Figure 1. Logic cells by family.
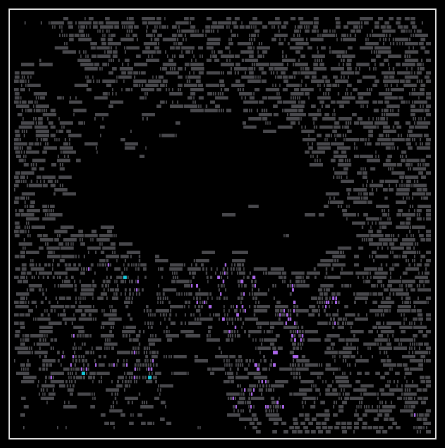
Figure 2. Pin map.
The bar under the picture is 100 um long. Pins as bars across the die edge, other pins in grey.
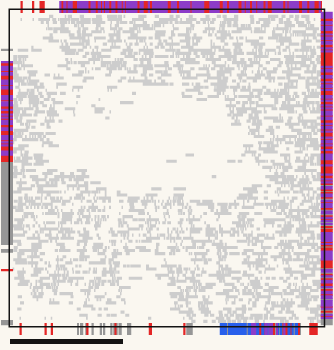
Figure 3. Port wiring.
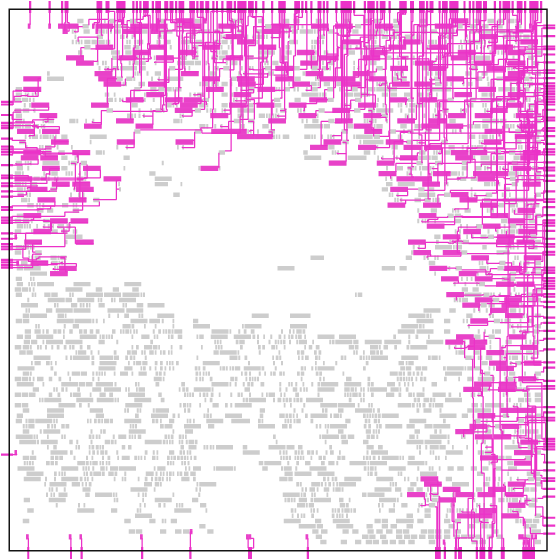
Figure 4. Wiring heat map.
The die is cut into 28 by 28 equal tiles; white is low, dark blue is high, scaled to the fullest tile. Values are wire area over tile area, all layers added.
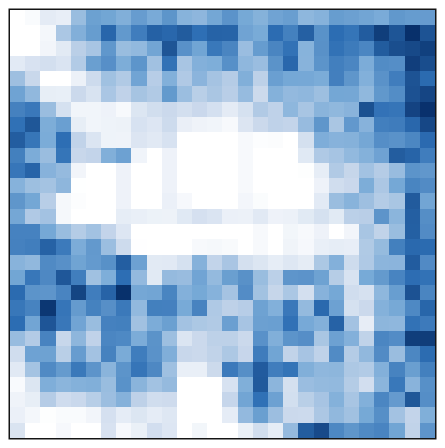
==> src/rtl/unit_cmd_sequencer.sv <==
// Command sequencer for the FP16 ALU array / tensorcore: streams operand reads from the
// A/B/C BRAMs, writes unit results to the result BRAM, then pulses done.
module unit_cmd_sequencer #(
  parameter int unsigned ADDR_W   = 10,
  parameter int unsigned LEN_W    = 11,
  parameter int unsigned BRAM_LAT = 1,
  parameter int unsigned TIMEOUT  = 255
) (
  input  logic              clk,
  input  logic              rst,
  input  logic              cmd_valid,
  output logic              cmd_ready,
  input  logic [7:0]        cmd_opmode,
  input  logic [ADDR_W-1:0] cmd_a_addr,
  input  logic [ADDR_W-1:0] cmd_b_addr,
  input  logic [ADDR_W-1:0] cmd_c_addr,
  input  logic [ADDR_W-1:0] cmd_dst_addr,
  input  logic [LEN_W-1:0]  cmd_len,
  output logic [ADDR_W-1:0] rd_a_addr,
  output logic [ADDR_W-1:0] rd_b_addr,
  output logic [ADDR_W-1:0] rd_c_addr,
  output logic              unit_in_valid,
  output logic [7:0]        unit_opmode,
  input  logic [255:0]      unit_out,
  input  logic              unit_out_valid,
  output logic [ADDR_W-1:0] wr_addr,
  output logic [287:0]      wr_data,
  output logic [35:0]       wr_we,
  output logic              busy,
  output logic              done,
  output logic              err_timeout,
  output logic              err_spurious
);

  localparam int unsigned WdW = $clog2(TIMEOUT + 1);

  typedef enum logic [1:0] {StIdle, StIssue, StDrain, StDone} state_e;

  state_e              state_q, state_d;
  logic [7:0]          opmode_q, opmode_d;
  logic [ADDR_W-1:0]   a_base_q, a_base_d;
  logic [ADDR_W-1:0]   b_base_q, b_base_d;
  logic [ADDR_W-1:0]   c_base_q, c_base_d;
  logic [ADDR_W-1:0]   dst_base_q, dst_base_d;
  logic [LEN_W-1:0]    len_q, len_d;
  logic [LEN_W-1:0]    i_q, i_d;
  logic [LEN_W-1:0]    w_q, w_d;
  logic [ADDR_W-1:0]   rd_a_q, rd_a_d;
  logic [ADDR_W-1:0]   rd_b_q, rd_b_d;
  logic [ADDR_W-1:0]   rd_c_q, rd_c_d;
  logic [BRAM_LAT-1:0] vld_q, vld_d;
  logic [WdW-1:0]      wd_q, wd_d;
  logic [ADDR_W-1:0]   wr_addr_q, wr_addr_d;
  logic [255:0]        wr_data_q, wr_data_d;
  logic                wr_we_q, wr_we_d;
  logic                done_q, done_d;
  logic                err_timeout_q, err_timeout_d;
  logic                err_spurious_q, err_spurious_d;

  logic                accept;
  logic                issue_now;
  logic                wb_open;
  logic [LEN_W-1:0]    i_inc;
  logic [WdW-1:0]      wd_inc;

  // Ready is withheld during the done pulse so a held cmd_valid is taken the cycle after it.
  assign cmd_ready     = (state_q == StIdle) && !done_q;
  assign accept        = cmd_valid && cmd_ready;
  assign issue_now     = (state_q == StIssue);
  assign wb_open       = ((state_q == StIssue) || (state_q == StDrain)) && (w_q != len_q);
  assign i_inc         = i_q + LEN_W'(1);
  assign wd_inc        = wd_q + WdW'(1);

  assign rd_a_addr     = rd_a_q;
  assign rd_b_addr     = rd_b_q;
  assign rd_c_addr     = rd_c_q;
  assign unit_in_valid = vld_q[BRAM_LAT-1];
  assign unit_opmode   = opmode_q;
  assign wr_addr       = wr_addr_q;
  assign wr_data       = {32'b0, wr_data_q};
  assign wr_we         = {36{wr_we_q}};
  assign busy          = (state_q != StIdle);
  assign done          = done_q;
  assign err_timeout   = err_timeout_q;
  assign err_spurious  = err_spurious_q;

  // Bit k is high when an address issued k+1 cycles ago is being read.
  assign vld_d = BRAM_LAT'({vld_q, issue_now});

  always_comb begin
    state_d        = state_q;
    opmode_d       = opmode_q;
    a_base_d       = a_base_q;
    b_base_d       = b_base_q;
    c_base_d       = c_base_q;
    dst_base_d     = dst_base_q;
    len_d          = len_q;
    i_d            = i_q;
    w_d            = w_q;
    rd_a_d         = rd_a_q;
    rd_b_d         = rd_b_q;
    rd_c_d         = rd_c_q;
    wd_d           = wd_q;
    wr_addr_d      = wr_addr_q;
    wr_data_d      = wr_data_q;
    wr_we_d        = 1'b0;
    done_d         = 1'b0;
    err_timeout_d  = err_timeout_q;
    err_spurious_d = err_spurious_q;

    unique case (state_q)
      StIdle: begin
        if (accept) begin
          opmode_d       = cmd_opmode;
          a_base_d       = cmd_a_addr;
          b_base_d       = cmd_b_addr;
          c_base_d       = cmd_c_addr;
          dst_base_d     = cmd_dst_addr;
          len_d          = cmd_len;
          i_d            = '0;
          w_d            = '0;
          wd_d           = '0;
          err_timeout_d  = 1'b0;
          err_spurious_d = 1'b0;
          if (cmd_len == '0) begin
            state_d = StDone;
          end else begin
            rd_a_d  = cmd_a_addr;
            rd_b_d  = cmd_b_addr;
            rd_c_d  = cmd_c_addr;
            state_d = StIssue;
          end
        end
      end
      StIssue: begin
        if (i_q == len_q - LEN_W'(1)) begin
          wd_d    = '0;
          state_d = StDrain;
        end else begin
          i_d    = i_inc;
          rd_a_d = a_base_q + ADDR_W'(i_inc);
          rd_b_d = b_base_q + ADDR_W'(i_inc);
          rd_c_d = c_base_q + ADDR_W'(i_inc);
        end
      end
      StDrain: begin
        if (w_q == len_q) begin
          state_d = StDone;
        end else if (unit_out_valid) begin
          wd_d = '0;
        end else if (wd_inc == WdW'(TIMEOUT)) begin
          err_timeout_d = 1'b1;
          state_d       = StDone;
        end else begin
          wd_d = wd_inc;
        end
      end
      StDone: begin
        done_d  = 1'b1;
        state_d = StIdle;
      end
      default: state_d = StIdle;
    endcase

    // Results outside an open command window are dropped and flagged.
    if (unit_out_valid) begin
      if (wb_open) begin
        wr_addr_d = dst_base_q + ADDR_W'(w_q);
        wr_data_d = unit_out;
        wr_we_d   = 1'b1;
        w_d       = w_q + LEN_W'(1);
      end else begin
        err_spurious_d = 1'b1;
      end
    end
  end

  always_ff @(posedge clk or negedge rst) begin
    if (!rst) begin
      state_q        <= StIdle;
      opmode_q       <= '0;
      a_base_q       <= '0;
      b_base_q       <= '0;
      c_base_q       <= '0;
      dst_base_q     <= '0;
      len_q          <= '0;
      i_q            <= '0;
      w_q            <= '0;
      rd_a_q         <= '0;
      rd_b_q         <= '0;
      rd_c_q         <= '0;
      vld_q          <= '0;
      wd_q           <= '0;
      wr_addr_q      <= '0;
      wr_data_q      <= '0;
      wr_we_q        <= 1'b0;
      done_q         <= 1'b0;
      err_timeout_q  <= 1'b0;
      err_spurious_q <= 1'b0;
    end else begin
      state_q        <= state_d;
      opmode_q       <= opmode_d;
      a_base_q       <= a_base_d;
      b_base_q       <= b_base_d;
      c_base_q       <= c_base_d;
      dst_base_q     <= dst_base_d;
      len_q          <= len_d;
      i_q            <= i_d;
      w_q            <= w_d;
      rd_a_q         <= rd_a_d;
      rd_b_q         <= rd_b_d;
      rd_c_q         <= rd_c_d;
      vld_q          <= vld_d;
      wd_q           <= wd_d;
      wr_addr_q      <= wr_addr_d;
      wr_data_q      <= wr_data_d;
      wr_we_q        <= wr_we_d;
      done_q         <= done_d;
      err_timeout_q  <= err_timeout_d;
      err_spurious_q <= err_spurious_d;
    end
  end

endmodule
==> config.mk <==
export PLATFORM = sky130hd
export DESIGN_NAME = unit_cmd_sequencer
export DESIGN_NICKNAME = d
export VERILOG_FILES = /design/src/rtl/unit_cmd_sequencer.sv
export SDC_FILE = /design/constraint.sdc
export NUM_CORES = 1
export LEC_CHECK = 0
export ABC_AREA = 1
export CAP_MARGIN = 20
export CELL_PAD_IN_SITES_DETAIL_PLACEMENT = 0
export CELL_PAD_IN_SITES_GLOBAL_PLACEMENT = 1
export CORE_AREA = 2 2 275 277
export DETAILED_ROUTE_END_ITERATION = 7
export DIE_AREA = 0 0 277 279
export PLACE_DENSITY = 0.65
export SLEW_MARGIN = 40
export SYNTH_ARGS = -nofsm -noshare
export SYNTH_HDL_FRONTEND = slang
export SYNTH_SLANG_ARGS = --single-unit
==> constraint.sdc <==
create_clock -name clk -period 7 [get_ports clk]
set_input_delay 0.7 -clock clk [delete_from_list [all_inputs] [get_ports clk]]
set_output_delay 0.7 -clock clk [all_outputs]
set_load 0.01 [all_outputs]
==> flow_summary_export.csv <==
group,metric,value,unit
status,status,"finished, final reports clean",
worst_hold_path,worstHoldPathCells,2,
setup_path,path_cells,"inv_1 > ha_1 > or2_1 > nand2_1 > nand2_1 > nand2_1 > nand2_1 > nor2_1 > nand2_1 > nor2_1 > nand3_2 > nand3_2 > nand2_1 > nand2_1",
timing,fin_crit_sh,47.7,%
global_route,grtUsageMet3,5.25,%
drt,top_layer,"met5",
synthesis,async_reset_ff_share,100,%
synthesis,yosysSeqAreaShare,52.7,%
final_layout,buffers_excl_clock,681,
drt,first_pass_iters,5,
synthesis,top_area_cell,"dfrtp_1",
setup_path,worstRegToRegCells,14,
floorplan,fp-utilization,25.1,%
floorplan,taps,969,
setup_path,r2r-start,"len_q[0]",
synthesis,simple_gate_share,30.4,%
clocking,htree_num_levels,2,
clocking,cts_max_path_buffers,3,
global_route,grt_max_degree,169,
final_layout,largest_register_ffs,256,
timing,worstMarginPinSlew,0.870,ns
drt,antenna_left,0,
drt,via_per_inst,4.34,
synthesis,ff_type,"dfrtp_1",
floorplan,core,74100,um^2
synthesis,adder_share,3.45,%
synthesis,edf_count,0,
synthesis,ys_types,38,
final_layout,buffer_area_share,25.1,%
-- Figure 1 (at the start) --
colour	family	cells
purple	nor cells	82
cyan	non-inverting ao/oa cells	3
highest-count logic cell in the final layout: nand2_1
final non-filler cell total: 3933
combinational share of cell area: 27.3%

-- Figure 2 (at the start) --
colour	port	pins	direction	edge
red	wr_data	288	output	137 north, 88 east, 33 west, 30 south
purple	unit_out	256	input	119 north, 95 east, 33 west, 9 south
blue	wr_we	36	output	south
all pins by edge	256 north, 203 east, 126 west, 112 south
Die Y-Extent: 279 um
DIE WIDTH: 277 um
IO buf count: 664

-- Figure 3 (at the start) --
colour	port	bits	direction	end cells	buffers	wire
magenta	wr_data	288	output	288	256	13400 um
Ports: 697

-- Figure 4 (at the start) --
tiles over half the peak	36%
emptiest ninth of the die	centre
mean over tiles	0.15
nearly empty tiles	12%
densest ninth of the die	north-east
Vias: 17100
wire per inst: 18.2 um

-- report_power, final --
part,total (uW),internal [uW],switching (uW)
clock network,2660,1610,1060
registers,3980,3300,683
logic,5970,2710,3260
-- logic make-up (layout without fill, tap and decap cells) --
group	after synthesis	count (layout)
AOI/OAI and AO/OA	129	129
xor gates and xnor gates	48	48
adders and majority gates	49	49
buffers and inverters	274	880
DFF	392	392
other	1	33
and+or+nand+nor	1433	1433
-- through the flow --
step	instance area [um^2]	power (uW)	util, %	std cells
3_3_place_gp	25800	9960	34.8	3836
2_1_floorplan	18700	6970	-	2357
4_1_cts	27500	12800	37.2	3929
6_report	27600	12600	37.2	3933
5_1_grt	27600	13600	37.2	3933
3_5_place_dp	25800	10000	34.9	3838
No activity file was given, so power comes from the tool's default toggle rates.
